<file path="src/rtl/cycle_sequencer_pkg.sv">
// cycle_sequencer_pkg: opcode map, sequencer states and opcode-class helpers shared with the datapath
package cycle_sequencer_pkg;
  localparam logic [5:0] OP_ADD  = 6'd0,  OP_SUB = 6'd1,  OP_AND  = 6'd2,  OP_OR  = 6'd3,
                         OP_XOR  = 6'd4,  OP_NOR = 6'd5,  OP_SLT  = 6'd6,  OP_SLL = 6'd7,
                         OP_SRL  = 6'd8,  OP_SRA = 6'd9,  OP_ADDI = 6'd10, OP_LB  = 6'd11,
                         OP_LH   = 6'd12, OP_LW  = 6'd13, OP_LUI  = 6'd14, OP_MUL = 6'd15,
                         OP_SB   = 6'd16, OP_SH  = 6'd17, OP_SW   = 6'd18, OP_BEQ = 6'd19,
                         OP_BNEQ = 6'd20, OP_BGEZ = 6'd21, OP_J   = 6'd22, OP_JAL = 6'd23,
                         OP_JR   = 6'd24;
  typedef enum logic [2:0] {S_IDLE, S_FETCH, S_DECODE, S_EXEC, S_MEM, S_WB, S_HALT, S_FAULT} state_t;
  typedef enum logic [2:0] {C_ALU, C_LOAD, C_STORE, C_BRANCH, C_JUMP, C_JAL, C_BAD} opclass_t;
  function automatic opclass_t op_class(input logic [5:0] op);
    return op > OP_JR                    ? C_BAD    :
           op inside {[OP_LB:OP_LW]}     ? C_LOAD   :
           op inside {[OP_SB:OP_SW]}     ? C_STORE  :
           op inside {[OP_BEQ:OP_BGEZ]}  ? C_BRANCH :
           op == OP_JAL                  ? C_JAL    :
           op inside {OP_J, OP_JR}       ? C_JUMP   : C_ALU;
  endfunction
  function automatic logic [2:0] op_bytes(input logic [5:0] op);
    return op inside {OP_LB, OP_SB} ? 3'd1 : op inside {OP_LH, OP_SH} ? 3'd2 : 3'd4;
  endfunction
endpackage

</file>
<file path="src/rtl/cycle_sequencer_opclass.sv">
// seq_opclass: combinational opcode-to-class and memory byte-count decoder
module seq_opclass
  import cycle_sequencer_pkg::*;
(
  input  logic [5:0] opcode,
  output opclass_t   cls,
  output logic [2:0] nbytes
);
  assign cls    = op_class(opcode);
  assign nbytes = op_bytes(opcode);
endmodule

</file>
<file path="src/rtl/cycle_sequencer.sv">
// cycle_sequencer: multi-cycle fetch/decode/exec/mem/wb control FSM with halt, single-step and fault handling
module cycle_sequencer
  import cycle_sequencer_pkg::*;
(
  input  logic        clk,
  input  logic        rst,
  input  logic        start,
  input  logic        halt_req,
  input  logic        step_mode,
  input  logic [5:0]  opcode,
  input  logic        br_taken,
  output logic        ir_we,
  output logic        pc_we,
  output logic        pc_src,
  output logic        alu_en,
  output logic        mem_re,
  output logic        mem_we,
  output logic        reg_we,
  output logic        busy,
  output logic        fault,
  output logic [1:0]  byte_idx,
  output logic [15:0] retired
);
  state_t state_q, state_d;
  opclass_t cls;
  logic [2:0] nbytes;
  logic [1:0] idx_q;
  logic [15:0] ret_q;
  logic last_byte, bnd;
  logic ir_c, pcw_c, pcs_c, alu_c, mre_c, mwe_c, rwe_c;
  seq_opclass u_opclass (.opcode(opcode), .cls(cls), .nbytes(nbytes));
  assign last_byte = {1'b0, idx_q} == nbytes - 3'd1;
  always_comb begin
    state_d = state_q;
    bnd = 1'b0;
    ir_c = 1'b0;
    pcw_c = 1'b0;
    pcs_c = 1'b0;
    alu_c = 1'b0;
    mre_c = 1'b0;
    mwe_c = 1'b0;
    rwe_c = 1'b0;
    case (state_q)
      S_IDLE, S_HALT: state_d = start ? S_FETCH : state_q;
      S_FETCH: begin
        ir_c = 1'b1;
        pcw_c = 1'b1;
        state_d = S_DECODE;
      end
      S_DECODE: state_d = cls == C_BAD ? S_FAULT : S_EXEC;
      S_EXEC: begin
        alu_c = 1'b1;
        pcw_c = cls inside {C_JUMP, C_JAL} || (cls == C_BRANCH && br_taken);
        pcs_c = pcw_c;
        state_d = cls inside {C_LOAD, C_STORE} ? S_MEM : S_WB;
        bnd = cls inside {C_BRANCH, C_JUMP};
      end
      S_MEM: begin
        mre_c = cls == C_LOAD;
        mwe_c = cls == C_STORE;
        state_d = last_byte ? S_WB : S_MEM;
        bnd = last_byte && cls == C_STORE;
      end
      S_WB: begin
        rwe_c = 1'b1;
        bnd = 1'b1;
      end
      S_FAULT: state_d = S_FAULT;
    endcase
    // halt_req wins over step_mode, but both land in HALT
    if (bnd) state_d = (halt_req || step_mode) ? S_HALT : S_FETCH;
  end
  always_ff @(posedge clk) begin
    if (rst) begin
      state_q <= S_IDLE;
      idx_q <= 2'd0;
      ret_q <= 16'd0;
    end else begin
      state_q <= state_d;
      idx_q <= (state_q == S_MEM && !last_byte) ? idx_q + 2'd1 : 2'd0;
      if (bnd) ret_q <= ret_q + 16'd1;
    end
  end
  assign {ir_we, pc_we, pc_src, alu_en, mem_re, mem_we, reg_we} =
    rst ? 7'd0 : {ir_c, pcw_c, pcs_c, alu_c, mre_c, mwe_c, rwe_c};
  assign busy = !rst && state_q inside {S_FETCH, S_DECODE, S_EXEC, S_MEM, S_WB};
  assign fault = !rst && state_q == S_FAULT;
  assign byte_idx = (rst || state_q != S_MEM) ? 2'd0 : idx_q;
  assign retired = rst ? 16'd0 : ret_q;
endmodule

</file>
<file path="config.mk">
export PLATFORM = sky130hd
export DESIGN_NAME = cycle_sequencer
export DESIGN_NICKNAME = d
export VERILOG_FILES = /design/src/rtl/cycle_sequencer_pkg.sv /design/src/rtl/cycle_sequencer_opclass.sv /design/src/rtl/cycle_sequencer.sv
export SDC_FILE = /design/constraint.sdc
export NUM_CORES = 1
export LEC_CHECK = 0
export CORE_MARGIN = 2
export CORE_UTILIZATION = 30
export CTS_CLUSTER_DIAMETER = 30
export DETAILED_ROUTE_END_ITERATION = 8
export HOLD_SLACK_MARGIN = 0.06
export PLACE_DENSITY = 0.62
export SLEW_MARGIN = 20
export SYNTH_ARGS = -nofsm -noshare
export SYNTH_HDL_FRONTEND = slang
export SYNTH_SLANG_ARGS = --single-unit
</file>
<file path="constraint.sdc">
create_clock -name clk -period 2.38 [get_ports clk]
set_input_delay 0.238 -clock clk [delete_from_list [all_inputs] [get_ports clk]]
set_output_delay 0.238 -clock clk [all_outputs]
set_load 0.01 [all_outputs]
</file>
==> run notes, run 1 <==
Item: results of the latest flow run.

- The met3 routed wirelength is 225 um.
- The starting DRC count in detailed routing is 132.
- The fmax is 439 MHz.
- The share of synthesized cell area in full adder, half adder and majority cells is 0.717%.
- Per the layout report, the design carries 14 non-clock inverters.
- The clock tree from TritonCTS is yes.
- The maximum count of clock buffers along a single path is 2.
- The share of synthesized cell area in and-or and or-and compound cells is 23.8%.
- The floorplan has 27 rows.
- The floorplan step defined a die boundary enclosing 6440 um^2.
- The detailed placer reported the number of placed instances as 365.
- The critical path start-end classification is reg2out.
- The main area contributors are dfxtp_1, nand2_1, nand3_1.
- The clock sink count is 21.
- The first TritonRoute pass finished after 4 iterations.
- The flow ran to the end, and the final reports show no timing, DRC or antenna violations.
- Per the slew report, the remaining headroom to the max-slew limit stands at 74.8%.
- The cell area that synthesis handed to floorplanning was 1740 um^2.
- For the completed layout, the total cell area is recorded as 2480 um^2.
- During synthesis, Yosys emitted a total of 0 warnings.
- The netlist uses 54 different library cells.
- The layout report lists the clock-cell share of area as 1.87%.
- Synthesis produced a netlist with a net count of 257.
- The via count normalized by instance count is 5.26.
- In this run the maximum-capacitance check reported violations numbering 0.
- The launch point of the worst hold path is ret_q[8].
- The final weighted congestion recorded by global placement is 0.863.
- Sequential cells burn 40.3% of the power.
- The initial antenna violation count is 0.
- The synthesis area per yosys is 1740 um^2.
- The flip-flop count of the largest register after layout is 16.
- The required time reported for the critical path endpoint is 2.14 ns.
- In this run, CTS created clock tree buffers numbering 3.
- The worst register-to-register path begins at state_q[1].
- The count of nets left with antenna violations once routing finished came out at 0.
- The final sum of negative setup slack is 0 ns.
- The highest layer touched by signal routing is met4.
- The primary flip-flop cell chosen by synthesis mapping is dfxtp_1.
- Per the run report, area growth between synthesis and finish was 42.0%.
- Counting flops with a built-in enable in the synthesized netlist gives 0.
- The proportion of total power due to net switching is 35.6%.
run 1: how the worst max path moves through the flow:
| stage | start | endpoint | slack [ns] | cells past startpoint |
|---|---|---|---|---|
| finish | state_q[1] | mem_we | 0.10 | 5 |
| global route | opcode[2] | pc_src | 0.006 | 7 |
| CTS | opcode[4] | ret_q[14] | 0.05 | 10 |
| detailed placement | opcode[4] | ret_q[14] | -0.35 | 10 |
| global placement | opcode[4] | ret_q[12] | -0.26 | 8 |
| floorplan | opcode[0] | ret_q[0] | 0.22 | 8 |
run 1: what timing repair did:
action / CTS / global route
cloned: 0 / 2
resized: 6 / 12
pin swaps: 0 / 4
buffers inserted: 0 / 3
setup endpoints to repair: 11 / 13
hold endpoints to repair: 0 / 0
### Zoomed window, run 1

Region (20, 20) to (60, 60) um. Cells in grey, sequential cells in the stronger grey; small squares are vias.
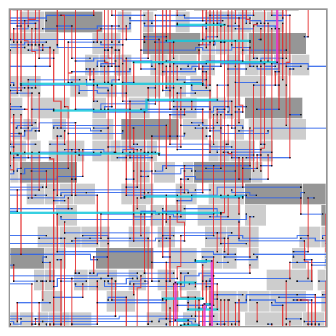
[M1] blue
[M3] cyan
[M2] red
[M4] magenta
netlist names of flops here include: ret_q (8), state_q (2)
sequential cells in the window: 10
most frequent: nand3_1 (15), buf_4 (15), nand2_1 (14)
cells with their middle in the window: 132

### Signal wires on met3, run 1

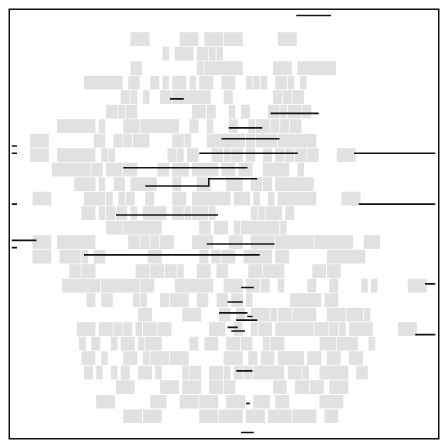
longest straight run: 32.7 um
share of all routed wire: 4.4%
nets with wire on the layer: 25
main direction: horizontal
wire length on this layer: 225 um

### Wire density map, run 1

Scale bar: 20 um. The die is cut into 16 by 16 equal tiles; white is low, dark blue is high, scaled to the fullest tile. Values are wire area over tile area, all layers added.
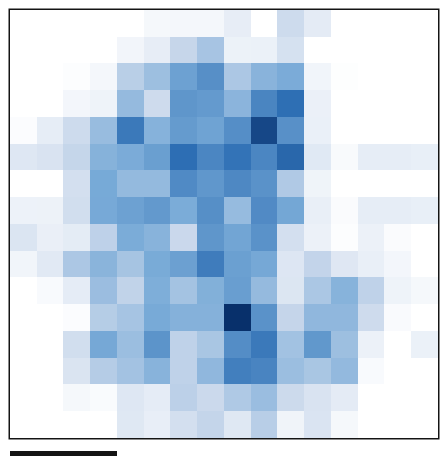
densest ninth of the die: centre
fullest tile: 0.52
mean over tiles: 0.13
emptiest ninth of the die: north-east
tiles over half the peak: 18%
nearly empty tiles: 27%

--- run 2 (diff from run 1) ---
--- a/config.mk
+++ b/config.mk
@@ -11,6 +11,7 @@
 export DETAILED_ROUTE_END_ITERATION = 8
 export HOLD_SLACK_MARGIN = 0.06
 export PLACE_DENSITY = 0.62
+export REMOVE_ABC_BUFFERS = 1
 export SLEW_MARGIN = 20
 export SYNTH_ARGS = -nofsm -noshare
 export SYNTH_HDL_FRONTEND = slang
### Clock distribution, run 2

Scale bar: 20 um.
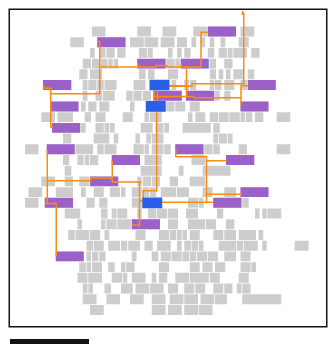
[flip-flops] purple | count: 21
[clock-net drivers] blue | count: 3
[clock wires] orange | length: 334 um
routed clock nets: 4

### Wire density map, run 2

Scale bar: 20 um. The die is cut into 16 by 16 equal tiles; white is low, dark blue is high, scaled to the fullest tile. Values are wire area over tile area, all layers added.
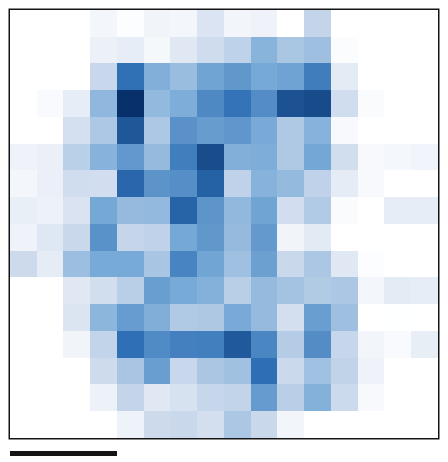
tiles over half the peak: 20%
emptiest ninth of the die: east
fullest tile: 0.48
nearly empty tiles: 26%

==> run 2 against run 1 <==
Critical endpoint is now ret_q[14]. Register-to-register slack better by 0.02 ns. Wire length rose by 0.12%. Worst setup slack worse by 0.043 ns. Clock skew fell by 0.0020 ns. Clock power increased by 3%. Utilization fell by 0.74 points. Maximum frequency is 1.9% lower. Cell count down 1.1%. Die size did not move. Global-route usage shrank 0.19 points. Total power is 0.27% lower.
==> run notes, run 2 <==
Item: results of the latest flow run.

- Status: finished clean (unchanged).
- The number of nets with antenna violations after detailed routing is 0 (unchanged).
- The net switching power of the design is 419 uW (was 420 uW).
- Cell types occupying the most area after synthesis: dfxtp_1, nand2_1, nand3_1 (unchanged).
- The instance count on the critical path is 8 (was 5).
- The via count normalized by instance count is 5.33 (was 5.26).
- The final sum of negative setup slack is 0 ns (unchanged).
- The synthesized cell area is 1740 um^2 (unchanged).
- The count of maximum capacitance violations is 0 (unchanged).
- The synthesis area per yosys came to 1740 um^2 (unchanged).
- The number of warnings printed during yosys synthesis came to 0 (unchanged).
- The clock sink count is 21 (unchanged).
- The required time reported for the critical path endpoint came to 2.54 ns (was 2.14 ns).
- The first element of the critical path is opcode[4] (was state_q[1]).
- The reg-to-reg startpoint is state_q[1] (unchanged).
- The number of instances in the placed design was 366 (was 365).
- The critical path buffer and inverter count is 2 (unchanged).
- The number of distinct library cell variants in the gate-level netlist after synthesis is 54 (unchanged).
- Most used cells in the layout excluding fill and tap cells: clkdlybuf4s50_1, buf_4, nand2_1, nor2_1, dfxtp_1 (unchanged).
- The endpoint of the worst setup timing path is ret_q[14] (was mem_we).
- The post-detailed-route DRC marker count is 0 (unchanged).
- The first-pass detailed-route iteration total is 4 (unchanged).
- The relative slew slack is 72.9% (was 74.8%).
- The routability-driven placement congestion ratio is 0.834 (was 0.863).
- The count of instantiated cells in the yosys netlist is 244 (unchanged).
- The initial antenna violation count is 0 (unchanged).
- The fmax is 431 MHz (was 439 MHz).
- The summed area of non-filler cells in the final layout came to 2430 um^2 (was 2480 um^2).
- The count of standard-cell rows is 27 (unchanged).
- The number of synthesized flops with an enable pin is 0 (unchanged).
- The area added between synthesis and finish is 39.6% (was 42.0%).
- The proportion of total power due to net switching is 35.6% (about the same).
- The number of clock buffers inserted by TritonCTS is 3 (unchanged).
- The portion of total power attributed to sequential cells was 39.7% (was 40.3%).
- The maximum count of clock buffers along a single path came to 2 (unchanged).
- The starting DRC count in detailed routing is 91 (was 132).
- The launch point of the worst hold path was ret_q[1] (was ret_q[8]).
- The clock tree from TritonCTS is yes (unchanged).
- The post-CTS setup-driven buffer insertion count is 0 (unchanged).
- The number of warning messages in the logs is 25 (was 26).
- The final tally of hold violations came to 0 (unchanged).
- The share of power burned in the clock network is 20.9% (was 20.2%).
- The clock latency on the worst-skew pair is 0.26 ns (about the same).
- The primary flip-flop cell chosen by synthesis mapping is dfxtp_1 (unchanged).
- The critical path start-end classification is in2reg (was reg2out).
- The overall chip area is 6440 um^2 (unchanged).
- The flip-flop count of the largest register after layout is 16 (unchanged).
[run 2: logic make-up after synthesis]
family	share of synthesized area [%]
flops	24.1
fa+ha+maj	0.717
compound gates	23.8
xor+xnor	1.00
mux	2.15
simple gates	37.7
buf+inv	10.5
[run 2: cell type report]
class | instances | share of cell area (%)
Sequential cell | 21 | 17.3
Tap cell | 72 | 3.70
Multi-Input combinational cell | 189 | 48.6
Timing Repair Buffer | 70 | 26.4
Inverter | 14 | 2.16
Clock buffer | 4 | 1.85
[run 2: repair_timing]
item,CTS,global route
pin swaps,0,1
resized,6,5
setup endpoints to repair,7,14
[run 2: routing by layer]
metal  GRT usage, %  up-vias  wire length, um
met3           1.46        4              134
li1               -     1010                -
met5              0        -                0
met4           4.07        0               38
met1           22.2      929             2530
met2           26.2       30             2430
--- run 3 (diff from run 2) ---
--- a/config.mk
+++ b/config.mk
@@ -12,6 +12,7 @@
 export HOLD_SLACK_MARGIN = 0.06
 export PLACE_DENSITY = 0.62
 export REMOVE_ABC_BUFFERS = 1
+export SETUP_SLACK_MARGIN = 0.2
 export SLEW_MARGIN = 20
 export SYNTH_ARGS = -nofsm -noshare
 export SYNTH_HDL_FRONTEND = slang
### Clock nets, run 3

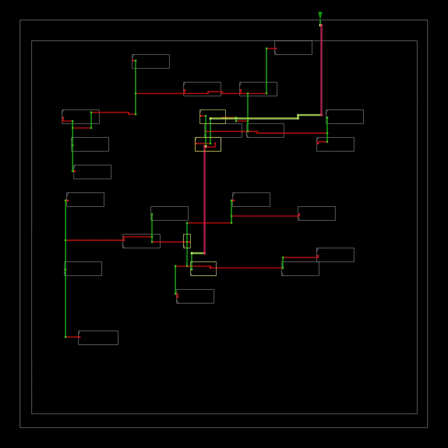
Clk Latency, worst-skew pair: 0.27 ns
Layout Skew: 0.00151 ns

==> run 3 against run 2 <==
Total power is 1.6% higher. Utilization increased by 2.1 points. Wire length is 2.7% higher. Sequential share of layout area is 0.74 points lower. First-iteration DRC count increased by 12%. Final area increased by 4.8%. Via count increased by 1.8%. Combinational power increased by 3%. Sequential cell count is the same. Critical path type unchanged. Largest power group is now combinational logic.
==> run notes, run 3 <==
Item: results of the latest flow run.

- Status: finished clean (unchanged).
- The routing usage on met2 is 26.8% (was 26.2%).
- The overall chip area was 6440 um^2 (unchanged).
- The non-clock inverter total of the final layout is 14 (unchanged).
- The flop share of the area is 16.5% (was 17.3%).
- The number of warnings printed during yosys synthesis was 0 (unchanged).
- The area added between synthesis and finish is 46.3% (was 39.6%).
- The share of power burned in the clock network is 20.7% (was 20.9%).
- The critical path buffer and inverter count was 3 (was 2).
- The fmax is 475 MHz (was 431 MHz).
- The area fraction of clock buffers and clock inverters is 1.77% (was 1.85%).
- The final sum of negative setup slack is 0 ns (unchanged).
- The length of routed met2 wiring came to 2.46 mm (was 2.43 mm).
- The first-pass detailed-route iteration total was 4 (unchanged).
- The buffer share of cell area is 26.9% (was 26.4%).
- The critical path start-end classification is in2reg (unchanged).
- The number of non-clock buffers is 73 (was 70).
- The final-layout clock buffer total was 4 (unchanged).
- The count of maximum capacitance violations is 0 (unchanged).
- The met3 routed wirelength came to 195 um (was 134 um).
- The required time reported for the critical path endpoint is 2.56 ns (was 2.54 ns).
- The cell group occupying the most layout area was multi-input combinational cells (unchanged).
- The count of instantiated cells in the yosys netlist was 244 (unchanged).
- The maximum count of clock buffers along a single path is 2 (unchanged).
- The share of cell area taken by muxes after synthesis is 2.15% (unchanged).
- The number of instances in the placed design came to 366 (unchanged).
- The synthesized-area fraction occupied by and/or/nand/nor cells is 37.7% (unchanged).
- The sequential cell count of the final layout is 21 (unchanged).
- The final tally of hold violations came to 0 (unchanged).
- The clock sink count was 21 (unchanged).
- The number of distinct library cell variants in the gate-level netlist after synthesis is 54 (unchanged).
- The primary flip-flop cell chosen by synthesis mapping is dfxtp_1 (unchanged).
- The starting DRC count in detailed routing is 102 (was 91).
- The number of synthesized flops with an enable pin is 0 (unchanged).
- The met1 wire length was 2.57 mm (was 2.53 mm).
- The global-route met1 utilization was 22.9% (was 22.2%).
- Most used cells in the layout excluding fill and tap cells: buf_4, nand2_1, clkdlybuf4s50_1, nor2_1, dfxtp_1 (was clkdlybuf4s50_1, buf_4, nand2_1, nor2_1, dfxtp_1).
- The routability-driven placement congestion ratio came to 0.834 (unchanged).
- The post-detailed-route DRC marker count is 0 (unchanged).
- The synthesis area per yosys is 1740 um^2 (unchanged).
- The number of clock buffers inserted by TritonCTS was 3 (unchanged).
- The number of nets with antenna violations after detailed routing is 0 (unchanged).
- The combinational share of cell area came to 49.2% (was 48.6%).
### Zoomed window, run 3

Region (20, 20) to (60, 60) um. Cells in grey, sequential cells in the stronger grey; small squares are vias.
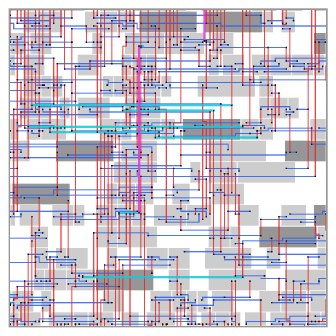
[M4] magenta
[M1] blue
[M3] cyan
[M2] red
netlist names of flops here include: ret_q (5), state_q (2)
cells with their middle in the window: 126
sequential cells in the window: 8
most frequent: buf_4 (16), nand2_1 (14), nand3_1 (10)

## run 3: timing repair
item,CTS,global route
resized,18,14
gates cloned,1,0
hold buffers,0,0
setup endpoints to repair,25,19
pin swaps,6,4
setup buffers,0,3
## run 3: through the flow
stage	area, um^2	hold WS (ns)
detailed placement	2350	0.504
global route	2550	0.529
global placement	2350	0.496
floorplan	1610	0.307
CTS	2450	0.514
finish	2550	0.503
## run 3: kinds of logic after synthesis
family          count (synthesis)
fa+ha+maj                       1
mux                             3
compound gates                 56
xor+xnor                        2
flops                          21
buf+inv                        34
simple gates                  127
## run 3: path summary, 6_finish.rpt
path,start,endpoint,cells after the start
min,ret_q[8],ret_q[9],2
max,opcode[0],ret_q[2],9
min reg2reg,ret_q[8],ret_q[9],2
max reg2reg,state_q[1],ret_q[15],7
Power figures rest on the tool's default switching activity, not on a simulated workload.
